$ cat src/rtl/axi_pkg.sv
// Shared AXI definitions for the read RAM slave and its address generator.
// Holds burst/response encodings, the slave state enum and a helper that
// tells whether a burst length is usable for WRAP.
package axi_pkg;

  localparam logic [1:0] AXI_BURST_FIXED = 2'b00;
  localparam logic [1:0] AXI_BURST_INCR  = 2'b01;
  localparam logic [1:0] AXI_BURST_WRAP  = 2'b10;
  localparam logic [1:0] AXI_BURST_RSVD  = 2'b11;

  localparam logic [1:0] AXI_RESP_OKAY   = 2'b00;
  localparam logic [1:0] AXI_RESP_SLVERR = 2'b10;

  typedef enum logic {
    ST_IDLE  = 1'b0,
    ST_BURST = 1'b1
  } state_e;

  // WRAP bursts are only defined for 2, 4, 8 or 16 beats.
  function automatic logic wrap_len_ok(input logic [7:0] len);
    return (len == 8'd1) || (len == 8'd3) || (len == 8'd7) || (len == 8'd15);
  endfunction

endpackage

$ cat src/rtl/axi_read_ram_burst_if.sv
// AXI4 read channel bundle (AR + R) between an interconnect master and the
// read RAM slave.
//   araddr/arlen/arsize/arburst/arvalid : master -> slave request
//   arready                             : slave -> master request accept
//   rdata/rresp/rlast/rvalid            : slave -> master beat
//   rready                              : master -> slave beat accept
interface axi_read_ram_burst_if #(
  parameter int ADDRESS_WIDTH = 8,
  parameter int DATA_WIDTH    = 32
);
  logic [ADDRESS_WIDTH-1:0] araddr;
  logic [7:0]               arlen;
  logic [2:0]               arsize;
  logic [1:0]               arburst;
  logic                     arvalid;
  logic                     arready;
  logic [DATA_WIDTH-1:0]    rdata;
  logic [1:0]               rresp;
  logic                     rlast;
  logic                     rvalid;
  logic                     rready;

  modport slave (
    input  araddr, arlen, arsize, arburst, arvalid, rready,
    output arready, rdata, rresp, rlast, rvalid
  );

  modport master (
    output araddr, arlen, arsize, arburst, arvalid, rready,
    input  arready, rdata, rresp, rlast, rvalid
  );
endinterface

$ cat src/rtl/axi_burst_addr_gen.sv
// Combinational AXI next-beat address calculator (FIXED / INCR / WRAP).
//   addr_i      : address of the current beat
//   size_i      : log2 bytes per beat
//   len_i       : beats minus one (sets the WRAP window)
//   burst_i     : burst type encoding
//   next_addr_o : address of the following beat, modulo 2^ADDRESS_WIDTH
module axi_burst_addr_gen
  import axi_pkg::*;
#(
  parameter int ADDRESS_WIDTH = 8
) (
  input  logic [ADDRESS_WIDTH-1:0] addr_i,
  input  logic [2:0]               size_i,
  input  logic [7:0]               len_i,
  input  logic [1:0]               burst_i,
  output logic [ADDRESS_WIDTH-1:0] next_addr_o
);

  logic [ADDRESS_WIDTH-1:0] step;
  logic [ADDRESS_WIDTH-1:0] wrap_mask;
  logic [ADDRESS_WIDTH-1:0] boundary;

  always_comb begin
    step = ADDRESS_WIDTH'(1) << size_i;
    // A window at least as large as the address space truncates to zero,
    // so the mask becomes all ones, which is the correct modulus.
    wrap_mask = (step * ADDRESS_WIDTH'({1'b0, len_i} + 9'd1)) - ADDRESS_WIDTH'(1);
    boundary  = addr_i & ~wrap_mask;
    next_addr_o = addr_i;
    case (burst_i)
      AXI_BURST_INCR: next_addr_o = (addr_i & ~(step - ADDRESS_WIDTH'(1))) + step;
      AXI_BURST_WRAP: next_addr_o = boundary + ((addr_i + step - boundary) & wrap_mask);
      default:        next_addr_o = addr_i;
    endcase
  end

endmodule

$ cat src/rtl/axi_read_ram_burst.sv
// AXI4 read-only slave RAM with a backdoor preload port.
// One burst outstanding; beats are fetched from storage into registered
// outputs, so the first beat follows the AR handshake by one cycle and
// consecutive beats stream with no bubbles while rready is high.
//   aclk, aresetn          : clock, async active-low reset
//   axi                    : AR/R channel (slave modport)
//   wr_en/wr_addr/wr_data  : backdoor word write, any state
//
// state    | meaning
// ST_IDLE  | waiting for a request (arready high once out of reset)
// ST_BURST | presenting beats, rvalid high until the last handshake
module axi_read_ram_burst
  import axi_pkg::*;
#(
  parameter int ADDRESS_WIDTH = 8,
  parameter int DATA_WIDTH    = 32,
  parameter int DEPTH         = 64
) (
  input  logic                     aclk,
  input  logic                     aresetn,
  axi_read_ram_burst_if.slave      axi,
  input  logic                     wr_en,
  input  logic [$clog2(DEPTH)-1:0] wr_addr,
  input  logic [DATA_WIDTH-1:0]    wr_data
);

  localparam int BYTES = DATA_WIDTH / 8;
  localparam int LG    = $clog2(BYTES);
  localparam int MAW   = $clog2(DEPTH);

  logic [DATA_WIDTH-1:0] mem [DEPTH];

  state_e                   state_q, state_d;
  logic                     arready_q, arready_d;
  logic [ADDRESS_WIDTH-1:0] addr_q, addr_d;
  logic [7:0]               len_q, len_d;
  logic [2:0]               size_q, size_d;
  logic [1:0]               burst_q, burst_d;
  logic [7:0]               cnt_q, cnt_d;
  logic                     err_q, err_d;
  logic [DATA_WIDTH-1:0]    rdata_q, rdata_d;
  logic [1:0]               rresp_q, rresp_d;
  logic                     rlast_q, rlast_d;

  logic [ADDRESS_WIDTH-1:0] next_addr;
  logic [ADDRESS_WIDTH-1:0] beat_addr;
  logic [ADDRESS_WIDTH-1:0] word_idx;
  logic                     beat_err;
  logic                     beat_oob;
  logic                     load_beat;
  logic                     ar_err;
  logic                     wr_ok;

  axi_burst_addr_gen #(
    .ADDRESS_WIDTH(ADDRESS_WIDTH)
  ) u_addr_gen (
    .addr_i     (addr_q),
    .size_i     (size_q),
    .len_i      (len_q),
    .burst_i    (burst_q),
    .next_addr_o(next_addr)
  );

  always_comb begin
    state_d   = state_q;
    arready_d = arready_q;
    addr_d    = addr_q;
    len_d     = len_q;
    size_d    = size_q;
    burst_d   = burst_q;
    cnt_d     = cnt_q;
    err_d     = err_q;
    rdata_d   = rdata_q;
    rresp_d   = rresp_q;
    rlast_d   = rlast_q;
    beat_addr = addr_q;
    beat_err  = err_q;
    load_beat = 1'b0;

    ar_err = (axi.arburst == AXI_BURST_RSVD) ||
             (int'(axi.arsize) > LG) ||
             ((axi.arburst == AXI_BURST_WRAP) && !wrap_len_ok(axi.arlen));

    unique case (state_q)
      ST_IDLE: begin
        arready_d = 1'b1;
        if (axi.arvalid && arready_q) begin
          state_d   = ST_BURST;
          arready_d = 1'b0;
          addr_d    = axi.araddr;
          len_d     = axi.arlen;
          size_d    = axi.arsize;
          burst_d   = axi.arburst;
          cnt_d     = 8'd0;
          err_d     = ar_err;
          rlast_d   = (axi.arlen == 8'd0);
          beat_addr = axi.araddr;
          beat_err  = ar_err;
          load_beat = 1'b1;
        end
      end
      ST_BURST: begin
        if (axi.rready) begin
          if (cnt_q == len_q) begin
            state_d   = ST_IDLE;
            arready_d = 1'b1;
            rlast_d   = 1'b0;
            rresp_d   = AXI_RESP_OKAY;
            rdata_d   = '0;
          end else begin
            cnt_d     = cnt_q + 8'd1;
            addr_d    = next_addr;
            rlast_d   = ((cnt_q + 8'd1) == len_q);
            beat_addr = next_addr;
            load_beat = 1'b1;
          end
        end
      end
      default: ;
    endcase

    word_idx = beat_addr >> LG;
    beat_oob = ({1'b0, word_idx} >= (ADDRESS_WIDTH + 1)'(DEPTH));
    if (load_beat) begin
      if (beat_err || beat_oob) begin
        rresp_d = AXI_RESP_SLVERR;
        rdata_d = '0;
      end else begin
        rresp_d = AXI_RESP_OKAY;
        // Read happens before this edge's backdoor write lands: old data wins.
        rdata_d = mem[word_idx[MAW-1:0]];
      end
    end
  end

  always_ff @(posedge aclk or negedge aresetn) begin
    if (!aresetn) begin
      state_q   <= ST_IDLE;
      arready_q <= 1'b0;
      addr_q    <= '0;
      len_q     <= 8'd0;
      size_q    <= 3'd0;
      burst_q   <= AXI_BURST_FIXED;
      cnt_q     <= 8'd0;
      err_q     <= 1'b0;
      rdata_q   <= '0;
      rresp_q   <= AXI_RESP_OKAY;
      rlast_q   <= 1'b0;
    end else begin
      state_q   <= state_d;
      arready_q <= arready_d;
      addr_q    <= addr_d;
      len_q     <= len_d;
      size_q    <= size_d;
      burst_q   <= burst_d;
      cnt_q     <= cnt_d;
      err_q     <= err_d;
      rdata_q   <= rdata_d;
      rresp_q   <= rresp_d;
      rlast_q   <= rlast_d;
    end
  end

  assign wr_ok = ({1'b0, wr_addr} < (MAW + 1)'(DEPTH));

  always_ff @(posedge aclk) begin
    if (wr_en && wr_ok) begin
      mem[wr_addr] <= wr_data;
    end
  end

  assign axi.arready = arready_q;
  assign axi.rvalid  = (state_q == ST_BURST);
  assign axi.rdata   = rdata_q;
  assign axi.rresp   = rresp_q;
  assign axi.rlast   = rlast_q;

endmodule

$ cat src/flat_wrapper.sv
// flat-port wrapper written by rule: the top's interface ports become plain ports
module axi_read_ram_burst_flat import axi_pkg::*;
#(
  parameter int ADDRESS_WIDTH = 8,
  parameter int DATA_WIDTH    = 32,
  parameter int DEPTH         = 64
)
  (aclk, aresetn, wr_en, wr_addr, wr_data, axi_araddr, axi_arlen, axi_arsize, axi_arburst, axi_arvalid, axi_rready, axi_arready, axi_rdata, axi_rresp, axi_rlast, axi_rvalid);
  axi_read_ram_burst_if #(.ADDRESS_WIDTH(ADDRESS_WIDTH), .DATA_WIDTH(DATA_WIDTH)) axi_i ();
  input  logic aclk;
  input  logic aresetn;
  input  logic wr_en;
  input  logic [$clog2(DEPTH)-1:0] wr_addr;
  input  logic [DATA_WIDTH-1:0] wr_data;
  input wire logic [$bits(axi_i.araddr)-1:0] axi_araddr;
  input wire logic [$bits(axi_i.arlen)-1:0] axi_arlen;
  input wire logic [$bits(axi_i.arsize)-1:0] axi_arsize;
  input wire logic [$bits(axi_i.arburst)-1:0] axi_arburst;
  input wire logic [$bits(axi_i.arvalid)-1:0] axi_arvalid;
  input wire logic [$bits(axi_i.rready)-1:0] axi_rready;
  output wire logic [$bits(axi_i.arready)-1:0] axi_arready;
  output wire logic [$bits(axi_i.rdata)-1:0] axi_rdata;
  output wire logic [$bits(axi_i.rresp)-1:0] axi_rresp;
  output wire logic [$bits(axi_i.rlast)-1:0] axi_rlast;
  output wire logic [$bits(axi_i.rvalid)-1:0] axi_rvalid;
  assign axi_i.araddr = axi_araddr;
  assign axi_i.arlen = axi_arlen;
  assign axi_i.arsize = axi_arsize;
  assign axi_i.arburst = axi_arburst;
  assign axi_i.arvalid = axi_arvalid;
  assign axi_i.rready = axi_rready;
  assign axi_arready = axi_i.arready;
  assign axi_rdata = axi_i.rdata;
  assign axi_rresp = axi_i.rresp;
  assign axi_rlast = axi_i.rlast;
  assign axi_rvalid = axi_i.rvalid;
  axi_read_ram_burst #(.ADDRESS_WIDTH(ADDRESS_WIDTH), .DATA_WIDTH(DATA_WIDTH), .DEPTH(DEPTH)) u_core (.aclk(aclk), .aresetn(aresetn), .axi(axi_i), .wr_en(wr_en), .wr_addr(wr_addr), .wr_data(wr_data));
endmodule
$ cat config.mk
export PLATFORM = sky130hd
export DESIGN_NAME = axi_read_ram_burst_flat
export DESIGN_NICKNAME = d
export VERILOG_FILES = /design/src/rtl/axi_pkg.sv /design/src/rtl/axi_read_ram_burst_if.sv /design/src/rtl/axi_burst_addr_gen.sv /design/src/rtl/axi_read_ram_burst.sv /design/src/flat_wrapper.sv
export SDC_FILE = /design/constraint.sdc
export NUM_CORES = 2
export LEC_CHECK = 0
export CAP_MARGIN = 0
export CORE_MARGIN = 1.5
export CORE_UTILIZATION = 57
export CTS_CLUSTER_SIZE = 8
export DETAILED_ROUTE_END_ITERATION = 6
export GPL_ROUTABILITY_DRIVEN = 0
export HOLD_SLACK_MARGIN = 0.15
export PLACE_DENSITY = 0.76
export SYNTH_ARGS = -nofsm -noshare
export SYNTH_HDL_FRONTEND = slang
export SYNTH_SLANG_ARGS = --single-unit
$ cat constraint.sdc
create_clock -name aclk -period 7.72 [get_ports aclk]
set_clock_uncertainty 0.1 [all_clocks]
set_input_delay 1.544 -clock aclk [delete_from_list [all_inputs] [get_ports aclk]]
set_output_delay 1.544 -clock aclk [all_outputs]
set_load 0.005 [all_outputs]
==> images/placement_by_type.png <==
Bar = 100 um.
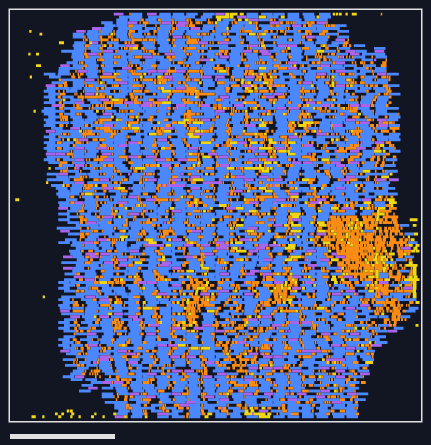
| colour | class | cells | share of their area |
|---|---|---|---|
| blue | flops | 2114 | 64% |
| purple | clock drivers and dummy loads | 411 | 8.5% |
| yellow | other buffers and delay cells | 503 | 5.1% |
| orange | combinational and other logic | 3736 | 23% |
number of core rows: 142
fraction of area in registers: 62.1%

==> images/clk_routes.png <==
Bar = 100 um.
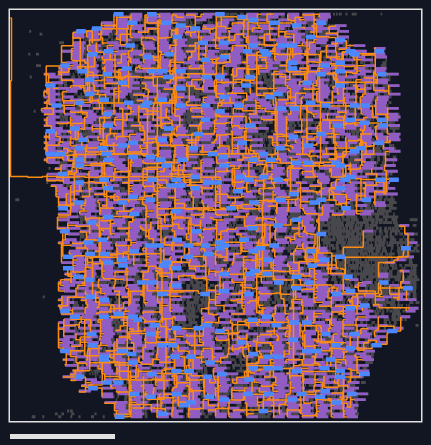
[orange] clock wires | length: 25.0 mm
[purple] flip-flops | count: 2114
[blue] clock drivers | count: 314
routed clock nets: 315
flops lie: spread over the die
clock latency on the worst-skew pair: 920 ps

==> images/placement.png <==
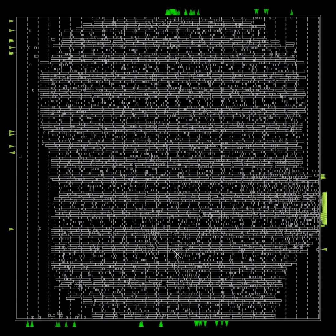
seq_cells: 2114
Layout Cells excl Fill: 8786
TAP cells: 2016

==> images/layer_met2.png <==
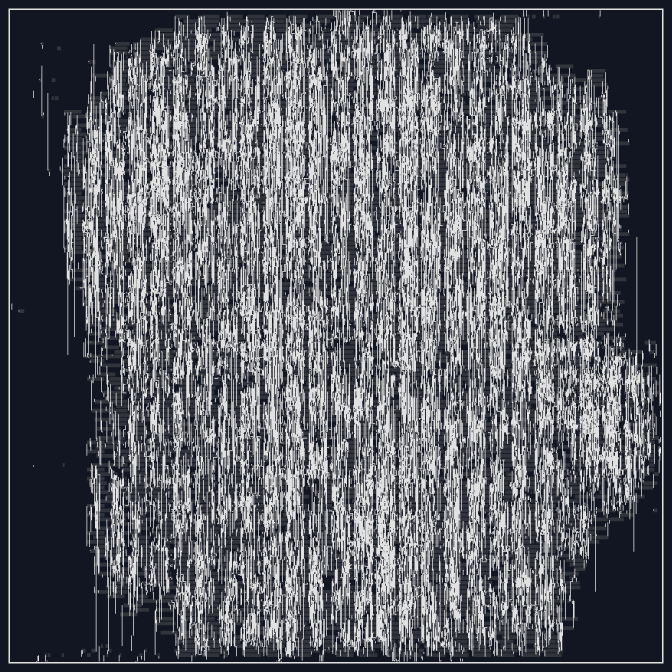
longest straight run: 133 um
wire length on this layer: 117 mm
main direction: vertical
share of all routed wire: 46%
nets with wire on the layer: 5691
GR Util met2: 49.5%
Post-Route WL: 253000 um
via count: 59100

state kept, by name, indices dropped and copies added (netlist names):
signal and count:
u_core.mem 2048, u_core.addr_q 8, u_core.axi.rvalid 1, u_core.err_q 1, u_core.cnt_q 8, u_core.burst_q 2
u_core.size_q 3, u_core.len_q 8, u_core.axi.rlast 1, u_core.axi.rdata 32, u_core.axi.rresp 1, u_core.axi.arready 1
cells by family after synthesis:
kind of cell,Yosys count
muxes,160
buffers and inverters,504
and+or+nand+nor,2370
other,2
xor gates and xnor gates,44
AOI/OAI and AO/OA,1043
DFF,2114
adders and majority gates,54
per-layer routing:
metal  up-vias  share of wire [%]  global-route usage, %
met5         -              0.029                      0
met4        10                5.1                   15.3
met3       840                 13                   7.62
met2      4819                 46                   49.5
met1     29000                 35                   43.3
li1      24500                  -                      -
Yosys cell counts (9+ instances only):
library cell,instances,share of area (%)
ha_1,30,0.44
a311oi_1,189,1.9
a211oi_1,58,0.51
a31oi_1,108,0.78
nand3_1,401,2.3
xor2_1,17,0.17
o21ai_0,51,0.30
a2111oi_0,15,0.15
clkbuf_1,178,0.78
o22ai_1,20,0.15
nor4b_1,15,0.15
nand2b_1,13,0.094
mux2i_1,157,1.8
a21oi_1,268,1.6
a211o_1,19,0.19
nand2_1,1577,6.9
o311a_1,13,0.15
a31o_2,20,0.20
xnor2_1,25,0.25
nor2b_1,9,0.065
fa_1,24,0.56
nor2_1,121,0.53
buf_4,27,0.24
buf_2,190,1.1
nand3b_1,10,0.087
a221oi_1,150,1.5
a311o_1,31,0.36
a22o_1,29,0.30
edfxtp_1,2048,71
buf_1,45,0.20
a32oi_1,20,0.20
dfrtp_1,66,1.9
and3_1,149,1.1
or4_1,18,0.16
inv_1,55,0.24
nand4_1,10,0.073
metrics by stage:
stage               setup TNS, ps  worst slack, ps  hold WS, ps  utilization (%)
finish                          0             23.6          401             67.8
global route                -3560             -280          426             67.8
CTS                             0            0.793          409             66.9
detailed placement          -8660             -849          398             61.1
global placement            -6530             -759          387             61.1
floorplan                       0              568          373                -
layout by cell type (no fill, tap or decap), drive strengths merged, types with 16 or more instances in the layout:
cell	Yosys	layout
mux2i	157	157
a31oi	108	108
nand3	401	401
clkdlybuf4s50	0	66
a21oi	269	269
nor2	122	122
edfxtp	2048	2048
fa	24	24
nand2	1580	1580
dfrtp	66	66
inv	60	66
xor2	17	17
a32oi	20	20
a22o	29	29
nor4b	16	16
a311o	31	31
buf	266	432
xnor2	25	25
clkbuf	178	407
a31o	21	21
a311oi	189	189
a211o	19	19
a221oi	150	150
o22ai	20	20
ha	30	30
or4	18	18
o21ai	54	54
a211oi	58	58
and3	149	149
repair_timing:
item                                    4_1_cts  5_1_grt
pin swaps                                     6       52
gates cloned                                  0        6
endpoints found under the setup margin       32       32
resized                                      54      191
setup buffers                                 0       25
==> results.ini <==
[route]
first_iter_violations = 10000
wl_per_cell_um = 28.8
vias_per_cell = 6.73
drc = 2
ant_nets = 0

[finish]
inverters_excl_clock = 61
post_route_cells_drive_above_1_share_pct = 15.1
fin_area_sq_mm = 0.102
syn_to_final_growth_pct = 18.2
flop_area_sq_mm = 0.0632
buffers = 503
num-multi-input-gates = 3675
n_clock_buffer = 402
comb_area_share_pct = 21.9

[yosys]
async_flop_share_pct = 3.12
synthTopLogicFamily = simple AND/OR/NAND/NOR gates
syn_area_sq_mm = 0.0861
ys_sh_simple_pct = 11.8
edf_count = 2048
ys_seq_share_pct = 73.4
yosys_warnings = 0
syn_avg_cell_area_sq_um = 13.7
yosys-stat-area_sq_mm = 0.0861
xor_area_share_pct = 0.480
flop_cell = edfxtp_1
ys_types = 79
aoi_share_pct = 8.82

[setup_path]
r2r-start = u_core.size_q[2]
crit_top_cell = fa_1
start_kind = flop
critical_path_class = flop to flop
cp_num_cells = 32
crit_slowest_cell = fa_1
crit_end = u_core.axi.rdata[0]

[status]
violations = design-rule violations
status = finished with violations

[grt]
grt_max_degree = 103
antenna_found_initial = 13
gr-usage-all-layers_pct = 32.1

[floorplanning]
die_x_um = 392
die_y_um = 392
chip_area_sq_mm = 0.153

[job]
maxCapViolCount = 0

[clock_network]
holdBufCountCts = 0
h-tree-depth = 5

[placement]
dpl_cell_area_sq_mm = 0.0916
place_inst = 8338

